Figure 1. Clock nets.
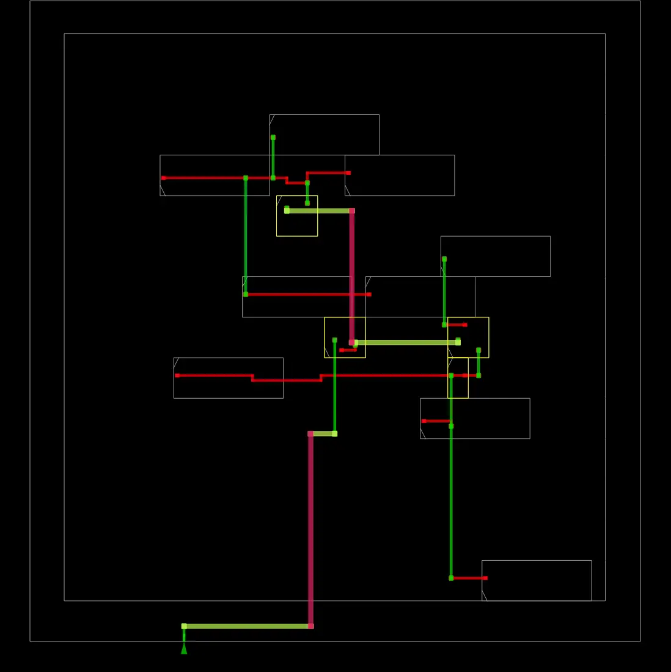
Figure 2. Clock distribution.
Drawn at 12 px/um.
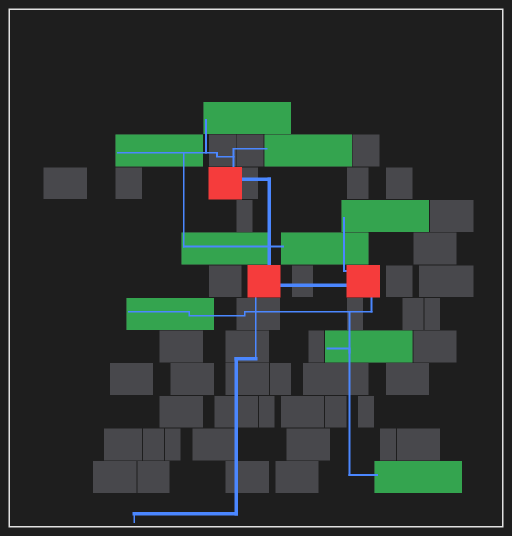
Figure 3. Placement by cell class.
Drawn at 8 px/um. Fill, decap, tap and diode cells in gray.
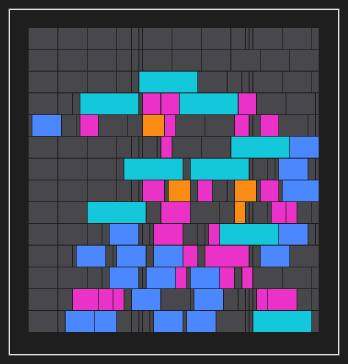
Figure 4. The metal 2 layer.
Drawn at 8 px/um. Cells faint in the background.
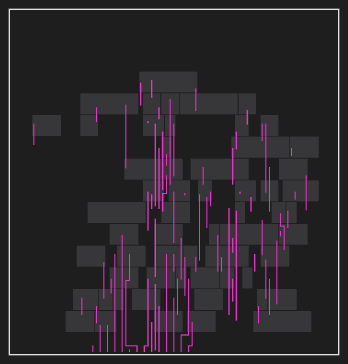
[config.mk]
export PLATFORM = sky130hd
export DESIGN_NAME = flag_unit
export DESIGN_NICKNAME = d
export VERILOG_FILES = /design/src/rtl/flag_unit.sv
export SDC_FILE = /design/constraint.sdc
export NUM_CORES = 1
export LEC_CHECK = 0
export CAP_MARGIN = 20
export CORE_AREA = 2 2 39 41
export DETAILED_ROUTE_END_ITERATION = 7
export DIE_AREA = 0 0 41 43
export PLACE_DENSITY = 0.63
export REMOVE_ABC_BUFFERS = 1
export SLEW_MARGIN = 20
export SYNTH_ARGS = -nofsm -noshare
export SYNTH_HDL_FRONTEND = slang
export SYNTH_SLANG_ARGS = --single-unit
[constraint.sdc]
create_clock -name clk -period 1.7 [get_ports clk]
set_clock_uncertainty 0.05 [all_clocks]
set_input_delay 0.255 -clock clk [delete_from_list [all_inputs] [get_ports clk]]
set_output_delay 0.255 -clock clk [all_outputs]
set_load 0.03 [all_outputs]
[src/rtl/flag_unit.sv]
// rtl/flag_unit.sv - MCU C/Z/I status flags, interrupt-entry shadows, interrupt synchroniser and branch evaluation
module flag_unit #(
  parameter int SYNC_STAGES = 2
) (
  input  logic       clk,
  input  logic       rst,
  input  logic       alu_c,
  input  logic       alu_z,
  input  logic       flg_ld,
  input  logic       flg_c_set,
  input  logic       flg_c_clr,
  input  logic       shad_save,
  input  logic       shad_restore,
  input  logic       i_set,
  input  logic       i_clr,
  input  logic       intr_raw,
  input  logic       intr_ack,
  input  logic [1:0] cond,
  output logic       c_out,
  output logic       z_out,
  output logic       i_out,
  output logic       intr_pend,
  output logic       br_take
);

  logic                   c_q, z_q, sc_q, sz_q, i_q;
  logic [SYNC_STAGES-1:0] sync_q;
  logic                   sync_prev_q;
  logic                   pend_q;
  logic                   intr_rise;

  // A restore wins outright; a save leaves C/Z to the ALU/SEC/CLC path.
  always_ff @(posedge clk) begin
    if (rst) begin
      c_q <= 1'b0;
      z_q <= 1'b0;
    end else if (shad_restore) begin
      c_q <= sc_q;
      z_q <= sz_q;
    end else if (flg_ld) begin
      c_q <= alu_c;
      z_q <= alu_z;
    end else if (flg_c_clr) begin
      c_q <= 1'b0;
    end else if (flg_c_set) begin
      c_q <= 1'b1;
    end
  end

  always_ff @(posedge clk) begin
    if (rst) begin
      sc_q <= 1'b0;
      sz_q <= 1'b0;
    end else if (shad_save) begin
      sc_q <= c_q;
      sz_q <= z_q;
    end
  end

  always_ff @(posedge clk) begin
    if (rst) begin
      i_q <= 1'b0;
    end else if (shad_restore) begin
      i_q <= 1'b1;
    end else if (shad_save || i_clr) begin
      i_q <= 1'b0;
    end else if (i_set) begin
      i_q <= 1'b1;
    end
  end

  always_ff @(posedge clk) begin
    if (rst) begin
      sync_q      <= '0;
      sync_prev_q <= 1'b0;
    end else begin
      sync_q      <= {sync_q[SYNC_STAGES-2:0], intr_raw};
      sync_prev_q <= sync_q[SYNC_STAGES-1];
    end
  end

  assign intr_rise = sync_q[SYNC_STAGES-1] & ~sync_prev_q;

  // A new edge beats a simultaneous ack so the fresh request is not lost.
  always_ff @(posedge clk) begin
    if (rst) begin
      pend_q <= 1'b0;
    end else if (intr_rise) begin
      pend_q <= 1'b1;
    end else if (intr_ack) begin
      pend_q <= 1'b0;
    end
  end

  always_comb begin
    br_take = 1'b0;
    case (cond)
      2'd0:    br_take = ~c_q;
      2'd1:    br_take = c_q;
      2'd2:    br_take = z_q;
      2'd3:    br_take = ~z_q;
      default: br_take = 1'b0;
    endcase
  end

  assign c_out     = c_q;
  assign z_out     = z_q;
  assign i_out     = i_q;
  assign intr_pend = pend_q & i_q;

endmodule

==> flow_metrics.env <==
# yosys + openroad results
export IMPL_status="finished clean"
export IMPL_finalMaxSlewViolations=0
export IMPL_buffer_area_share_pct=33.0
export IMPL_rsz0062_at_grt="no"
export IMPL_criticalPathCategory="reg2out"
export IMPL_synthCells=36
export IMPL_ctsResizeCount=0
export IMPL_dp_hpwl_um=562
export IMPL_ys_ff=9
export IMPL_crit_required_ns=1.39
export IMPL_avgViaCountPerCell=4.31
export IMPL_synth_area_um2=344
export IMPL_clock_buffers=4
export IMPL_cts_root_buf="clkbuf_4"
export IMPL_power_group_top="sequential cells"
export IMPL_worstPathArrival_ns=1.33
export IMPL_lay_top_cells="clkdlybuf4s50_1, dfxtp_1, nor2_1"
export IMPL_highest_layer="met4"
export IMPL_p_int_w=0.000364
export IMPL_slowest_stage="clkdlybuf4s50_1"
## Picture notes: Figure 1
clk sinks: 9
Flops: 9

## Picture notes: Figure 2
[green] flip-flops | count: 9
[blue] clock wires | length: 132 um
[red] clock-net drivers | count: 3
routed clock nets: 4
P_clk: 0.000162 W
clock group share of total power: 33.7%
Worst-Skew Late Latency: 0.26 ns

## Picture notes: Figure 3
| color | class | cells |
|---|---|---|
| magenta | remaining logic cells | 26 |
| orange | clock drivers and dummy loads | 4 |
| cyan | registers | 9 |
| blue | remaining buffers and delay cells | 19 |
FP Rows: 14
final core utilization: 41.6%

## Picture notes: Figure 4
share of all routed wire: 47%
nets with wire on the layer: 60
DR vias: 319
final WL: 721 um
M2 GR Usage: 14.4%

## cell families after synthesis
logic type	Yosys count	synth area share, %
xor gates and xnor gates	1	2.55
and+or+nand+nor	12	17.5
DFF	9	52.4
buffers and inverters	3	3.64
muxes	3	8.73
AOI/OAI and AO/OA	8	15.3
## stage by stage
step                cells  utilization (%)  setup slack, ns  cell area, um2  hold slack, ns
floorplan              35                -            0.206             339           0.271
global placement       70             39.5            0.182             547           0.369
detailed placement     70             39.5            0.164             547           0.376
CTS                    74             41.4           0.0218             573           0.390
global route           74             41.6          0.00713             576           0.396
finish                 74             41.6           0.0630             576           0.388
## state kept, by name, summed over array words and instances, names as in the netlist
register,cells
sync_q,2
c_out,1
i_out,1
pend_q,1
sc_q,1
sync_prev_q,1
sz_q,1
z_out,1
Power and IR drop assume default switching activity.
